$ cat config.mk
export PLATFORM = sky130hd
export DESIGN_NAME = mul_seq
export DESIGN_NICKNAME = d
export VERILOG_FILES = /design/src/rtl/mul_seq_pkg.sv /design/src/rtl/mul_seq.sv
export SDC_FILE = /design/constraint.sdc
export NUM_CORES = 1
export LEC_CHECK = 0
export ABC_AREA = 0
export CAP_MARGIN = 0
export CORE_AREA = 2 2 117 142
export CTS_CLUSTER_DIAMETER = 80
export CTS_CLUSTER_SIZE = 16
export DETAILED_ROUTE_END_ITERATION = 16
export DIE_AREA = 0 0 119 144
export PLACE_DENSITY = 0.74
export SLEW_MARGIN = 20
export SYNTH_ARGS = -nofsm -noshare
export SYNTH_HDL_FRONTEND = slang
export SYNTH_SLANG_ARGS = --single-unit
$ cat constraint.sdc
create_clock -name clk -period 1.5 [get_ports clk]
set_input_delay 0.225 -clock clk [delete_from_list [all_inputs] [get_ports clk]]
set_output_delay 0.225 -clock clk [all_outputs]
set_load 0.03 [all_outputs]
$ cat src/rtl/mul_seq_pkg.sv
// Shared definitions for the sequential multiplier and its ALU.
// Holds ALU opcodes, FSM state encoding and the datapath width.
package mul_seq_pkg;

    localparam int unsigned DataWidth = 32;
    localparam int unsigned CntWidth  = 5;

    typedef enum logic [2:0] {
        AluAdd = 3'b000,
        AluAnd = 3'b010,
        AluOr  = 3'b011,
        AluSub = 3'b100,
        AluSlt = 3'b101
    } alu_op_e;

    typedef enum logic [2:0] {
        StIdle,
        StIter,
        StFixA,
        StFixB,
        StDone
    } state_e;

endpackage

$ cat src/rtl/mul_seq.sv
// Sequential 32x32 shift-add multiplier, signed or unsigned, 64-bit product.
// All arithmetic is issued to an external combinational ALU through the alu_* ports.
module mul_seq
    import mul_seq_pkg::*;
(
    input  logic                 clk,
    input  logic                 rst_n,
    input  logic                 in_valid,
    output logic                 in_ready,
    input  logic [DataWidth-1:0] in_a,
    input  logic [DataWidth-1:0] in_b,
    input  logic                 in_signed,
    output logic                 out_valid,
    input  logic                 out_ready,
    output logic [2*DataWidth-1:0] out_prod,
    output logic [DataWidth-1:0] alu_A,
    output logic [DataWidth-1:0] alu_B,
    output logic [2:0]           alu_ALUop,
    input  logic [DataWidth-1:0] alu_Result,
    input  logic                 alu_CarryOut
);

    state_e                state_q;
    logic [CntWidth-1:0]   cnt_q;
    logic [DataWidth-1:0]  hi_q;
    logic [DataWidth-1:0]  lo_q;
    logic [DataWidth-1:0]  a_q;
    logic [DataWidth-1:0]  b_q;
    logic                  sgn_q;
    alu_op_e               alu_op;

    assign out_prod  = {hi_q, lo_q};
    assign alu_ALUop = alu_op;

    always_comb begin
        alu_A  = '0;
        alu_B  = '0;
        alu_op = AluAdd;
        case (state_q)
            StIter: begin
                alu_A = hi_q;
                alu_B = lo_q[0] ? a_q : '0;
            end
            // Two's-complement correction: subtract the weight the unsigned
            // interpretation gave each operand's sign bit.
            StFixA: begin
                alu_A  = hi_q;
                alu_B  = a_q[DataWidth-1] ? b_q : '0;
                alu_op = AluSub;
            end
            StFixB: begin
                alu_A  = hi_q;
                alu_B  = b_q[DataWidth-1] ? a_q : '0;
                alu_op = AluSub;
            end
            default: ;
        endcase
    end

    always_ff @(posedge clk or negedge rst_n) begin
        if (!rst_n) begin
            state_q   <= StIdle;
            cnt_q     <= '0;
            hi_q      <= '0;
            lo_q      <= '0;
            a_q       <= '0;
            b_q       <= '0;
            sgn_q     <= 1'b0;
            in_ready  <= 1'b1;
            out_valid <= 1'b0;
        end else begin
            case (state_q)
                StIdle: begin
                    if (in_valid) begin
                        a_q      <= in_a;
                        b_q      <= in_b;
                        sgn_q    <= in_signed;
                        hi_q     <= '0;
                        lo_q     <= in_b;
                        cnt_q    <= '0;
                        in_ready <= 1'b0;
                        state_q  <= StIter;
                    end
                end
                StIter: begin
                    // Partial sum shifts right one bit into lo as multiplier bits retire.
                    {hi_q, lo_q} <= {alu_CarryOut, alu_Result, lo_q[DataWidth-1:1]};
                    cnt_q        <= cnt_q + 1'b1;
                    if (cnt_q == CntWidth'(DataWidth - 1)) begin
                        if (sgn_q) begin
                            state_q <= StFixA;
                        end else begin
                            state_q   <= StDone;
                            out_valid <= 1'b1;
                        end
                    end
                end
                StFixA: begin
                    hi_q    <= alu_Result;
                    state_q <= StFixB;
                end
                StFixB: begin
                    hi_q      <= alu_Result;
                    state_q   <= StDone;
                    out_valid <= 1'b1;
                end
                StDone: begin
                    if (out_ready) begin
                        out_valid <= 1'b0;
                        in_ready  <= 1'b1;
                        state_q   <= StIdle;
                    end
                end
                default: state_q <= StIdle;
            endcase
        end
    end

endmodule

Fig. 1: met1 routing
Drawn at 2 px/um. Supply wires on this layer in gray.
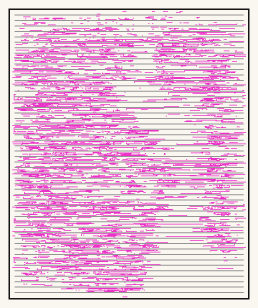
share of all routed wire: 36%
longest straight run: 39.1 um
main direction: horizontal
DRT Wirelength: 26.94 mm
met1 Use GR: 33.75%

Fig. 2: routing congestion map
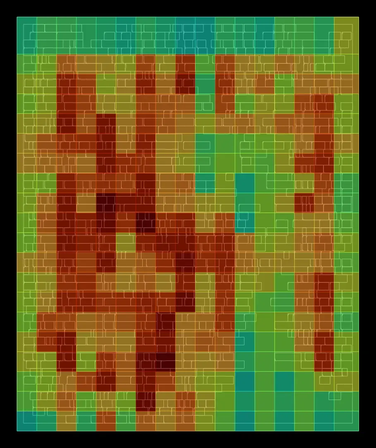
Global Route Usage Sum: 30.30%
drt wl/cell: 23.93 um
met3 Use GR: 6.427%
busiest grt layer: met2
Core Util, Final: 74.64%

Fig. 3: zoomed window
Window x 44 to 74, y 86 to 116 um. Cells in gray, sequential cells in the stronger gray; small squares are vias.
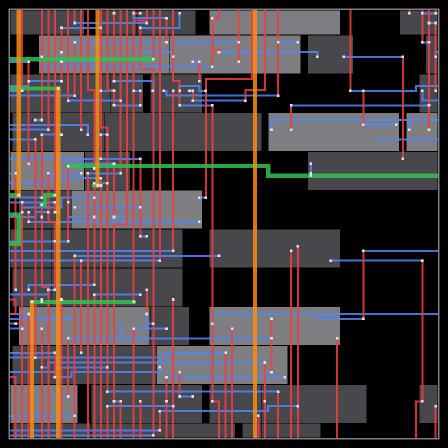
| color | layer |
|---|---|
| blue | M1 |
| red | M2 |
| green | M3 |
| orange | M4 |
netlist names of flops here include: b_q (3), lo_q (3), cnt_q (2)
cells with their middle in the window: 33
most frequent: dfrtp_1 (10), clkbuf_16 (3)
sequential cells in the window: 10

==> Changelog: implementation <==
### Implementation results

* Status: complete, but fails checks
* Failing checks: setup timing
* Syn_area_per_cell at ~11 sq um
* Setup Skew at 0.009041 ns
* Grt total ovfl at 0
* R2R Path End: lo_q[14]
* EDFF count, synth at 0
* Clock transition at path regs at approximately 0.06 ns
* Tmin final at around 2.2 ns
* Final non-filler cell total at roughly 1.1k
* Critical Path End Type: output pin
* DRT Pass-1 Iters at 5
* Cells after synthesis at 591
* Slowest-stage cell, CP: dfrtp_1
* CTS Buf Count at 17
* Power Dens Cells at 2287 nW/um^2
* Final setup margin at -0.6564 ns
* DRC at 0
* Leakage at about 5.8 nW
* Startpoint Class: flop
* Flops & latches, synth at 139
* Final Setup Violations at about 200
* Vias/cell at ~5.7
* Unique cell types at 37
* Area leader share at 55.59%
* Die H at between 100 and 150 um
* Core area at 15890 sq um
* First-pass GRT wire length at just under 40 mm
* Detailed Place HPWL at between 10 and 15 mm
Fig. 4: signal wires by layer
Drawn at 2 px/um. Two of the layers only.
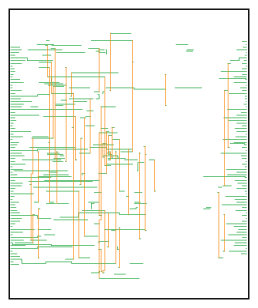
| color | layer | wire length |
|---|---|---|
| orange | M4 | 1410 um |
| green | M3 | 1960 um |
Vias: 6455

Fig. 5: gate families picked out
Drawn at 3 px/um.
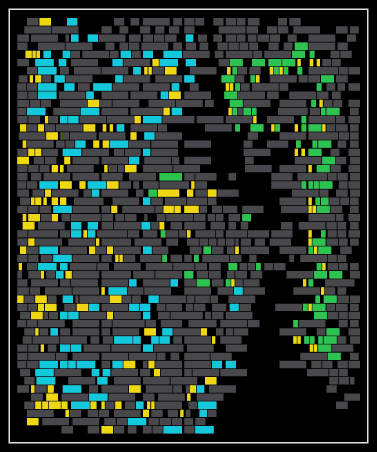
| color | family | cells |
|---|---|---|
| yellow | nand cells | 139 |
| cyan | non-inverting ao/oa cells | 99 |
| green | aoi and oai cells | 76 |

layer usage:
metal,wire (um),global-route usage (%),vias to the layer above
met5,0,0,-
met4,1413,15.35,0
met3,1957,6.427,103
met2,13970,54.84,402
met1,9596,33.75,3229
li1,-,-,2721
layout by cell type (no fill, tap or decap), types with 3 or more instances in the layout:
master	count
buf_8	9
o21ai_0	33
buf_4	27
clkdlybuf4s15_1	5
nand2_4	25
a21o_1	32
clkdlybuf4s50_1	100
nand2_2	41
nor2b_4	3
clkbuf_16	19
and2_4	62
dfrtp_1	137
clkinv_4	4
dlygate4sd2_1	56
a21oi_1	3
buf_2	3
a221o_1	32
a22o_4	31
buf_6	89
bufinv_16	5
a22oi_2	31
clkbuf_2	3
buf_12	24
buf_16	17
nand2_1	67
nor2_4	5
critical path, delay by kind of cell (launching register included):
kind	cells	cell delay [ns]
buf+inv	4	0.59
simple gates	2	0.35
compound gates	1	0.14
flops	1	0.42
how the worst min path moves through the flow:
stage,end,slack [ns],cells after the start
floorplan,a_q[0],-0.07,0
global route,a_q[7],0.35,2
CTS,a_q[8],0.33,2
detailed placement,a_q[8],0.20,1
global placement,a_q[8],0.20,1
finish,a_q[8],0.32,2
state kept, by name, indices dropped and copies added (netlist names):
| register | cells |
|---|---|
| cnt_q | 5 |
| state_q | 3 |
| a_q | 32 |
| sgn_q | 1 |
| b_q | 32 |
| lo_q | 32 |
| hi_q | 32 |
| in_ready | 1 |
| out_valid | 1 |
repair_timing:
action | 4_1_cts | 5_1_grt
gates resized | 352 | 132
hold buffers | 1 | 0
endpoints found under the hold margin | 41 | 0
pin swaps | 120 | 125
buffers inserted | 42 | 16
setup endpoints to repair | 267 | 211
cloned | 26 | 4
area by class of cell:
type	instances	area (sq um)	area share, %
Sequential cell	139	3481	29.35
Antenna cell	1	2.502	0.02110
Inverter	1	3.754	0.03165
Clock inverter	13	215.2	1.815
Tap cell	212	265.3	2.237
Multi-Input combinational cell	406	3543	29.88
Timing Repair Buffer	336	3920	33.05
Clock buffer	18	429.2	3.619
cells by family after synthesis:
family	share of synthesized area [%]
AND/OR/NAND/NOR	17.02
multiplexers	0.1611
XOR/XNOR	0.1410
AND-OR/OR-AND	21.59
flip-flops	56.01
other	0.06037
adder cells (fa/ha/maj)	0.4028
buffers and inverters	4.612
report_power, final:
group	switching, W	internal (W)
Clock	0.00173	0.00296
Sequential	0.00168	0.00544
Combinational	0.00800	0.00732
Total	0.0114	0.0157
stage by stage:
stage	hold WS [ns]	util [%]	setup TNS [ns]	setup WS (ns)	cell area, sq um
2_1_floorplan	-0.07059	-	-6.253	-0.07643	6663
3_3_place_gp	0.2043	57.67	-77.74	-0.7141	9164
3_5_place_dp	0.2033	57.85	-75.73	-0.6829	9191
4_1_cts	0.3257	72.62	-70.60	-0.6392	11540
5_1_grt	0.3475	74.63	-104.14	-0.7401	11860
6_report	0.3201	74.64	-95.74	-0.6564	11860
Power figures rest on the tool's default switching activity, not on a simulated workload.
